`src/rtl/rr_arb_pkg.sv`:
```
// Shared types, sizes and the round-robin search used by the 8-way arbiter.
package rr_arb_pkg;

  localparam int N_REQ = 8;
  localparam int IDX_W = 3;

  typedef enum logic {
    IDLE,
    GRANT
  } arb_state_t;

  typedef struct packed {
    logic             found;
    logic [IDX_W-1:0] idx;
  } search_t;

  // First set request scanning upward from ptr, wrapping from the top index to 0.
  // The scan runs from the farthest candidate back to ptr, so the nearest hit is the last one written.
  function automatic search_t rr_search(input logic [N_REQ-1:0] req,
                                        input logic [IDX_W-1:0] ptr);
    search_t          res;
    logic [IDX_W-1:0] cand;
    res = '0;
    for (int i = N_REQ - 1; i >= 0; i--) begin
      cand = ptr + IDX_W'(i);
      if (req[cand]) begin
        res.found = 1'b1;
        res.idx   = cand;
      end
    end
    return res;
  endfunction

endpackage

```
`src/rtl/rr_arbiter_8_decode.sv`:
```
// Enabled 3-to-8 one-hot decoder that feeds the registered grant vector.
module onehot_decode_3to8
  import rr_arb_pkg::*;
(
  input  logic [IDX_W-1:0] idx,
  input  logic             en,
  output logic [N_REQ-1:0] onehot
);

  // Select exactly one line when enabled, none otherwise.
  always_comb begin
    onehot = '0;
    if (en) begin
      onehot[idx] = 1'b1;
    end
  end

endmodule

```
`src/rtl/rr_arbiter_8.sv`:
```
// Round-robin arbiter for eight requesters with an optional per-ownership hold limit.
module rr_arbiter_8
  import rr_arb_pkg::*;
#(
  parameter int MAX_HOLD = 16,
  parameter int HOLD_W   = 5
) (
  input  logic             clk,
  input  logic             rst_n,
  input  logic [N_REQ-1:0] req,
  output logic [N_REQ-1:0] gnt,
  output logic [IDX_W-1:0] gnt_idx,
  output logic             gnt_valid,
  output logic             hold_expired
);

  arb_state_t        state_q, state_d;
  logic [IDX_W-1:0]  ptr_q, ptr_d;
  logic [HOLD_W-1:0] cnt_q, cnt_d;
  logic [IDX_W-1:0]  idx_q, idx_d;
  logic              valid_q, valid_d;
  logic              expired_q, expired_d;
  logic [N_REQ-1:0]  gnt_q, gnt_d;

  logic [IDX_W-1:0]  next_ptr;
  logic [N_REQ-1:0]  owner_bit;
  logic              hold_hit;
  search_t           srch;

  assign next_ptr  = idx_q + IDX_W'(1);
  assign owner_bit = N_REQ'(1) << idx_q;
  assign hold_hit  = (MAX_HOLD != 0) && (cnt_q == HOLD_W'(MAX_HOLD));

  // Next ownership: acquire from idle, keep while held, hand over on release or hold expiry.
  always_comb begin
    state_d   = state_q;
    ptr_d     = ptr_q;
    cnt_d     = cnt_q;
    idx_d     = idx_q;
    valid_d   = valid_q;
    expired_d = 1'b0;
    srch      = '0;
    case (state_q)
      IDLE: begin
        srch = rr_search(req, ptr_q);
        if (srch.found) begin
          state_d = GRANT;
          idx_d   = srch.idx;
          cnt_d   = HOLD_W'(1);
          valid_d = 1'b1;
        end
      end
      GRANT: begin
        if (!req[idx_q]) begin
          ptr_d = next_ptr;
          srch  = rr_search(req, next_ptr);
          if (srch.found) begin
            idx_d = srch.idx;
            cnt_d = HOLD_W'(1);
          end else begin
            state_d = IDLE;
            valid_d = 1'b0;
            cnt_d   = '0;
          end
        end else if (hold_hit) begin
          ptr_d     = next_ptr;
          expired_d = 1'b1;
          cnt_d     = HOLD_W'(1);
          srch      = rr_search(req & ~owner_bit, next_ptr);
          if (srch.found) begin
            idx_d = srch.idx;
          end
        end else if (MAX_HOLD != 0) begin
          cnt_d = cnt_q + HOLD_W'(1);
        end
      end
      default: begin
        state_d = IDLE;
        valid_d = 1'b0;
      end
    endcase
  end

  onehot_decode_3to8 u_decode (
    .idx    (idx_d),
    .en     (valid_d),
    .onehot (gnt_d)
  );

  // State, pointer, counter and output registers, cleared asynchronously.
  always_ff @(posedge clk or negedge rst_n) begin
    if (!rst_n) begin
      state_q   <= IDLE;
      ptr_q     <= '0;
      cnt_q     <= '0;
      idx_q     <= '0;
      valid_q   <= 1'b0;
      expired_q <= 1'b0;
      gnt_q     <= '0;
    end else begin
      state_q   <= state_d;
      ptr_q     <= ptr_d;
      cnt_q     <= cnt_d;
      idx_q     <= idx_d;
      valid_q   <= valid_d;
      expired_q <= expired_d;
      gnt_q     <= gnt_d;
    end
  end

  assign gnt          = gnt_q;
  assign gnt_idx      = idx_q;
  assign gnt_valid    = valid_q;
  assign hold_expired = expired_q;

endmodule

```
`config.mk`:
```
export PLATFORM = sky130hd
export DESIGN_NAME = rr_arbiter_8
export DESIGN_NICKNAME = d
export VERILOG_FILES = /design/src/rtl/rr_arb_pkg.sv /design/src/rtl/rr_arbiter_8_decode.sv /design/src/rtl/rr_arbiter_8.sv
export SDC_FILE = /design/constraint.sdc
export NUM_CORES = 1
export LEC_CHECK = 0
export CORE_UTILIZATION = 55
export DETAILED_ROUTE_END_ITERATION = 7
export PLACE_DENSITY = 0.84
export REMOVE_ABC_BUFFERS = 1
export SLEW_MARGIN = 40
export SYNTH_ARGS = -nofsm -noshare
export SYNTH_HDL_FRONTEND = slang
export SYNTH_SLANG_ARGS = --single-unit
```
`constraint.sdc`:
```
create_clock -name clk -period 3.6 [get_ports clk]
set_input_delay 0.36 -clock clk [delete_from_list [all_inputs] [get_ports clk]]
set_output_delay 0.36 -clock clk [all_outputs]
set_load 0.05 [all_outputs]
```
==> run_1/port_nets.png <==
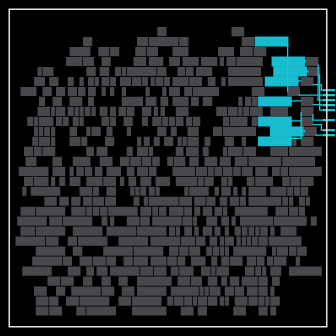
- cyan: gnt (direction output; end cells 8; buffers 8; wire 81.9 µm)

==> run_1/density.png <==
9 x 9 tiles, from black (low) to pale yellow (high), 0 to 100% covered.
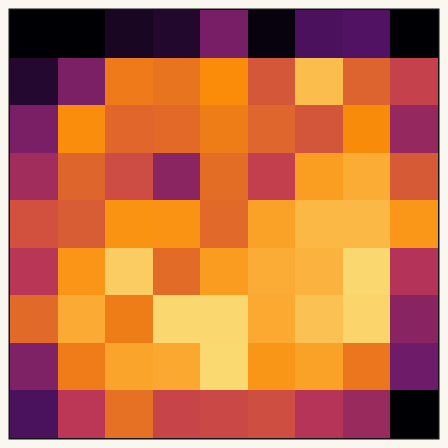
- fullest tile: 92%
- nearly empty tiles: 4.9%
- tiles over 75% full: 33%
- emptiest ninth of the die: top left
fp_density: 57.0%
final core utilization: 65.0%
core footprint: 0.00683 mm²

==> run_1/met3.png <==
Bar = 20 µm.
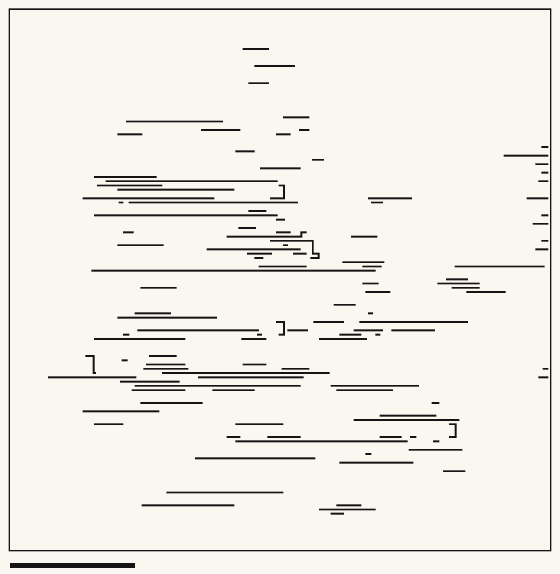
- main direction: horizontal
- longest straight run: 45.1 µm
- share of all routed wire: 7.6%

==> flow_summary.ini, run 1 <==
; synthesis and place-and-route metrics
[run_status]
status = complete, no violations

[critical_path]
crit_fanout = 17
start_kind = input pin

[finish]
n_clock_buffer = 4
layout-drive-gt1-share_pct = 24.1
syn_to_final_growth_pct = 14.1
nets = 496

[yosys]
syn_inst = 447
yosysMostFrequentCell = nand2_1
xor_share_pct = 2.44

[route]
vias = 3972
viasPerCell = 6.98
met2WireLength_um = 5420

[clocking]
htreeDepth = 1
clk_pin_slew_worst_paths_ns = 0.08

[placed_design]
gp_congestion = 1.06

[die]
n_tap_cell = 96

[timing]
rsz0062_at_grt = no
--- run 2 (diff from run 1) ---
- CELL_PAD_IN_SITES_DETAIL_PLACEMENT: default -> 1
- CELL_PAD_IN_SITES_GLOBAL_PLACEMENT: default -> 1
- CORE_UTILIZATION: 55 -> 43
- GPL_ROUTABILITY_DRIVEN: default -> 0
- PLACE_DENSITY: 0.84 -> 0.86
- SETUP_SLACK_MARGIN: default -> 0.3
==> run_2/gate_families.png <==
Bar = 20 µm.
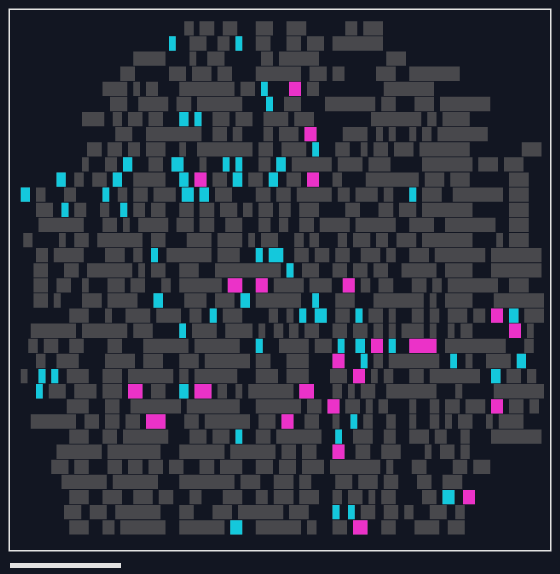
- magenta: AND and OR gates (cells 23; most used and3_1)
- cyan: NAND gates (cells 56; most used nand2_1)
Commonest Layout Cell: buf_4
Comb/total area: 65.8%
Post-Layout Cell Count: 613

==> run_2/port_nets.png <==
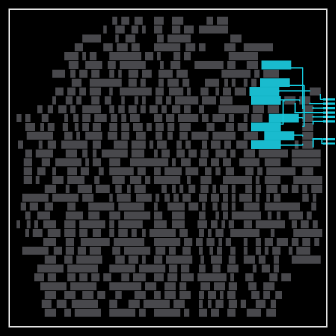
# IOs: 23
port bufs: 22

==> run_2/met3.png <==
Bar = 20 µm.
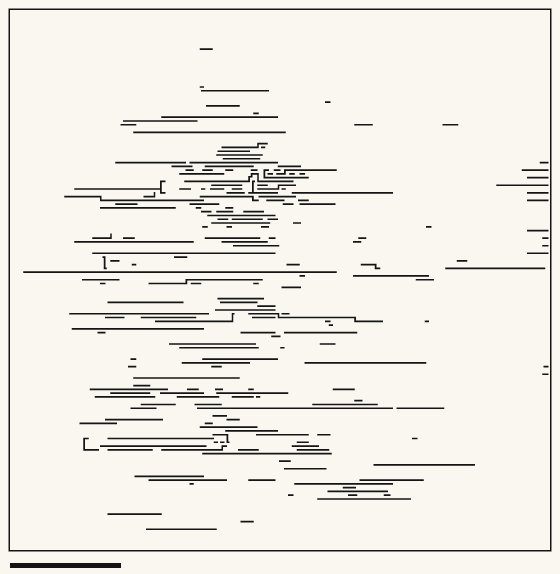
- longest straight run: 56.1 µm
- main direction: horizontal
- share of all routed wire: 8.5%
vias after detailed routing: 4481
routed wire length: 16400 µm

==> run 2 against run 1 <==
  * Non-clock buffer count grew 32
  * Global-route usage grew 0.62 points
  * Worst setup slack better by 0.082 ns
  * Core utilization down 7.7 points
  * Critical path type is now reg2reg
==> flow_summary.ini, run 2 <==
; synthesis and place-and-route metrics
[finish]
layout-drive-gt1-share_pct = 34.7
n_clock_buffer = 3
nets = 528
fin_util_pct = 57.3

[die]
core_util_floorplan_pct = 44.4
design.core.area_mm2 = 0.00876
n_tap_cell = 108
dieArea_mm2 = 0.00944

[yosys]
ys.warnings.count = 0
xor_share_pct = 2.44
yosys_area_mm2 = 0.00389
syn_inst = 447
yosysMostFrequentCell = nand2_1

[critical_path]
start_kind = register
cp.required_ns = 3.79

[clocking]
cts_tree = done
clk_pin_slew_worst_paths_ns = 0.08

[route]
wl_met3_um = 1390
met2WireLength_um = 7950
viasPerCell = 7.31

[grt]
grt_max_degree = 33

[timing]
hold_ws_ns = 0.0382
rsz0062_at_grt = yes

[worst_hold_path]
hp-class = in2async

[run_status]
status = complete, no violations
